<file path="config.mk">
export PLATFORM = sky130hd
export DESIGN_NAME = uart_tx_arbiter
export DESIGN_NICKNAME = d
export VERILOG_FILES = /design/src/rtl/uart_tx_arbiter.sv
export SDC_FILE = /design/constraint.sdc
export NUM_CORES = 1
export LEC_CHECK = 0
export ABC_AREA = 1
export CAP_MARGIN = 10
export CORE_AREA = 2 2 83 85
export CTS_CLUSTER_SIZE = 25
export DETAILED_ROUTE_END_ITERATION = 8
export DIE_AREA = 0 0 85 87
export GPL_TIMING_DRIVEN = 0
export PLACE_DENSITY_LB_ADDON = 0.05
export SLEW_MARGIN = 20
export SYNTH_ARGS = -nofsm -noshare
export SYNTH_HDL_FRONTEND = slang
export SYNTH_SLANG_ARGS = --single-unit
</file>
<file path="constraint.sdc">
create_clock -name clk -period 2.95 [get_ports clk]
set_clock_uncertainty 0.15 [all_clocks]
set_input_delay 0.59 -clock clk [delete_from_list [all_inputs] [get_ports clk]]
set_output_delay 0.59 -clock clk [all_outputs]
set_load 0.05 [all_outputs]
</file>
<file path="src/rtl/uart_tx_arbiter.sv">
// Round-robin arbiter sharing one UART TX write port among NREQ byte streams,
// with packet locking until a last byte or an idle timeout; all outputs registered.
module uart_tx_arbiter #(
   parameter int NREQ    = 4,
   parameter int TIMEOUT = 16,
   parameter int CNTW    = 16
) (
   input  logic                 clk,
   input  logic                 reset,
   input  logic [NREQ-1:0]      req,
   input  logic [NREQ-1:0]      last,
   input  logic [8*NREQ-1:0]    data,
   output logic [NREQ-1:0]      ack,
   output logic [NREQ-1:0]      grant,
   output logic [7:0]           uart_d,
   output logic                 uart_wrtx,
   input  logic                 uart_thre,
   output logic                 busy,
   output logic [CNTW-1:0]      tx_count
);
   localparam int PW = $clog2(NREQ);
   localparam int TW = $clog2(TIMEOUT);

   typedef enum logic [1:0] {IDLE, GRANT, SEND, GAP} state_t;

   state_t            state, state_n;
   logic [PW-1:0]     ptr, ptr_n, owner, owner_n;
   logic [TW-1:0]     timer, timer_n;
   logic              last_q, last_n;
   logic [NREQ-1:0]   grant_n, ack_n;
   logic              wrtx_n;
   logic [7:0]        d_n;
   logic [CNTW-1:0]   cnt_n;
   logic              found;
   logic [PW-1:0]     winner, cand;

   // Search starts just after the previous owner so every requester gets a turn.
   always_comb begin
      found  = 1'b0;
      winner = ptr;
      cand   = ptr;
      for (int k = 1; k <= NREQ; k++) begin
         cand = PW'((int'(ptr) + k) % NREQ);
         if (!found && req[cand]) begin
            found  = 1'b1;
            winner = cand;
         end
      end
   end

   always_comb begin
      state_n = state;
      ptr_n   = ptr;
      owner_n = owner;
      timer_n = timer;
      last_n  = last_q;
      grant_n = grant;
      ack_n   = '0;
      wrtx_n  = 1'b0;
      d_n     = uart_d;
      cnt_n   = tx_count;
      case (state)
         IDLE: begin
            if (found) begin
               grant_n = NREQ'(1) << winner;
               owner_n = winner;
               timer_n = '0;
               state_n = GRANT;
            end
         end
         GRANT: begin
            if (req[owner]) begin
               // Stalling on THRE leaves the idle timer untouched.
               if (uart_thre) begin
                  d_n     = data[{owner, 3'b000} +: 8];
                  wrtx_n  = 1'b1;
                  ack_n   = grant;
                  last_n  = last[owner];
                  cnt_n   = tx_count + CNTW'(1);
                  state_n = SEND;
               end
            end else if (timer == TW'(TIMEOUT - 1)) begin
               grant_n = '0;
               ptr_n   = owner;
               state_n = IDLE;
            end else begin
               timer_n = timer + TW'(1);
            end
         end
         SEND: begin
            if (last_q) begin
               grant_n = '0;
               ptr_n   = owner;
               state_n = IDLE;
            end else begin
               state_n = GAP;
            end
         end
         GAP: begin
            timer_n = '0;
            state_n = GRANT;
         end
         default: state_n = IDLE;
      endcase
   end

   always_ff @(posedge clk) begin
      if (reset) begin
         state     <= IDLE;
         ptr       <= PW'(NREQ - 1);
         owner     <= '0;
         timer     <= '0;
         last_q    <= 1'b0;
         grant     <= '0;
         ack       <= '0;
         uart_wrtx <= 1'b0;
         uart_d    <= '0;
         busy      <= 1'b0;
         tx_count  <= '0;
      end else begin
         state     <= state_n;
         ptr       <= ptr_n;
         owner     <= owner_n;
         timer     <= timer_n;
         last_q    <= last_n;
         grant     <= grant_n;
         ack       <= ack_n;
         uart_wrtx <= wrtx_n;
         uart_d    <= d_n;
         busy      <= |grant_n;
         tx_count  <= cnt_n;
      end
   end
endmodule

</file>
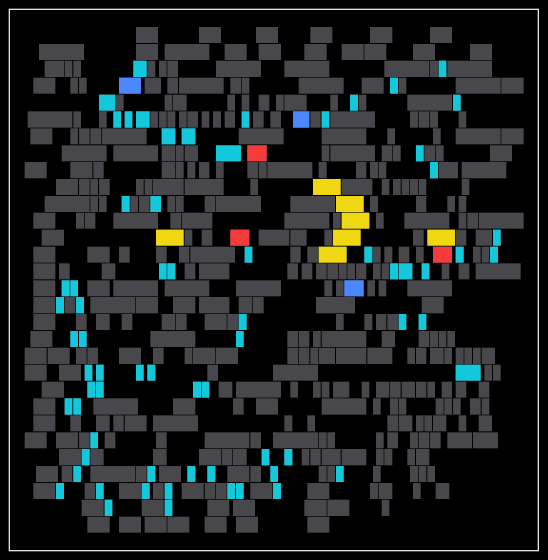
gates.png
- non-inverting ao/oa cells: blue (cells 3)
- xor and xnor cells: red (cells 3)
- fa/ha/maj cells: yellow (cells 7)
- nor cells: cyan (cells 68; where spread over the die)

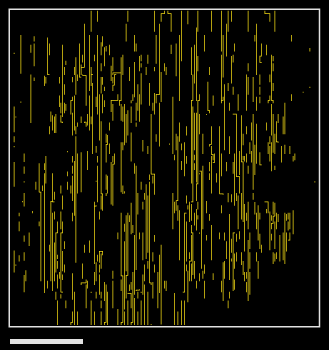
m2.png
Bar = 20 um.
- share of all routed wire: 47%
- main direction: vertical
- wire length on this layer: 2970 um

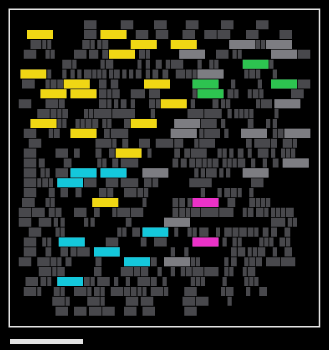
ff_map.png
Bar = 20 um. Other sequential cells in the stronger grey, the rest of the logic in the fainter grey.
- tx_count: yellow (flops 16)
- uart_d: cyan (flops 8)
- grant: green (flops 4; where upper right)
- ptr: magenta (flops 2)
- not coloured: 15
storage element area: 900.9 um2
Seq area share: 0.2577
P_seq: 772 uW

==> Changelog: implementation <==
### Metrics

- Worst Setup Start Kind: flop
- Worst Slack Setup Final: 0.6445 ns
- Hold path cells: 2
- Hold Slack: 0.2995 ns
- CP max stage delay: 0.84 ns
- Finished Cell Area: 0.003496 mm2
- Top Layout Cells: 78 x nand2_1, 76 x clkdlybuf4s50_1, 59 x nor2_1
- Residual DRC: 0
- CTS buffer count: 5
- FF-to-FF path depth: 12
- Logic inverters: 45
- Yosys reg bits: 45
- Setup tns final: 0 ns
- Slew Limit Fails: 0
- Gr ovfl total: 0
- Hold_buf cts: 0
- Register share of total power: 0.299
- Ys Warns: 0
- H-tree lvl count: 2
- Final std cells w/o fill: 542
- Non-clk bufs: 87
- Top cells by count: 78 x nand2_1, 59 x nor2_1, 45 x dfxtp_1
- Maximum VDD drop: 407.3 uV
- Power Density: 739.1 mW/mm2
- Final ANT Viol Nets: 0
- Least-Margin Pin Slew: 0.5536 ns
- Antenna violations before repair: 0
- Filler cell count: 653
- Cell count in the Yosys report: 378
- Yosys simple share: 0.3200
- Post-Syn Instances: 378
- Post-layout period usage: 0.7815
- Largest net degree at the start of global routing: 14
- Routed met3 length: 348 um
- Worst path required time: 2.21 ns
- Leakage power: 0.001428 uW
- Top cells by area: dfxtp_1 36%, nand2_1 12%, nor2_1 8.7%
- Tap cells: 80
- Final net count: 511
- Status: completed
- Highest routed metal layer: met4
- Vias in the first global route: 2403
- HP Start: grant[2]$_SDFF_PP0_
- WHS Endpoint: ack[2]$_SDFF_PP0_
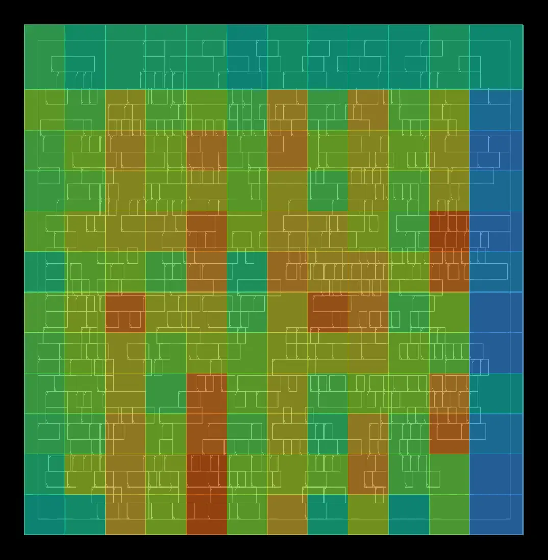
congestion_map.png
most crowded layer after global routing: met2
grt met3 use: 0.04265
final core occ: 0.5322
Global Route Usage Sum: 0.1775
met1 Usage GRT: 0.2185

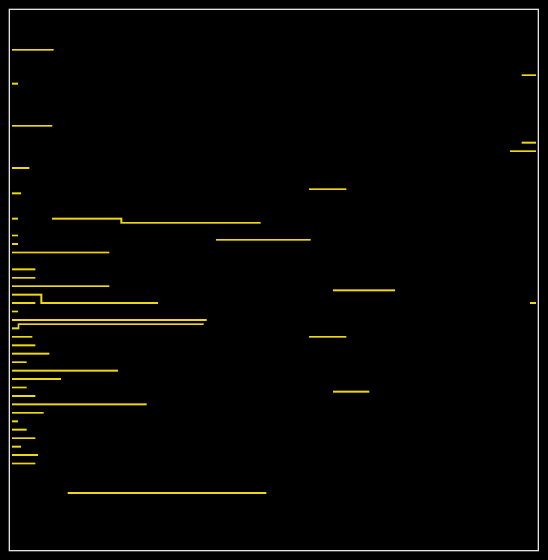
m3.png
- longest straight run: 31.7 um
- nets with wire on the layer: 41
- main direction: horizontal
Via Count: 2549
Routed Wire Length: 6371 um

Power is estimated from default activity; no workload was simulated.
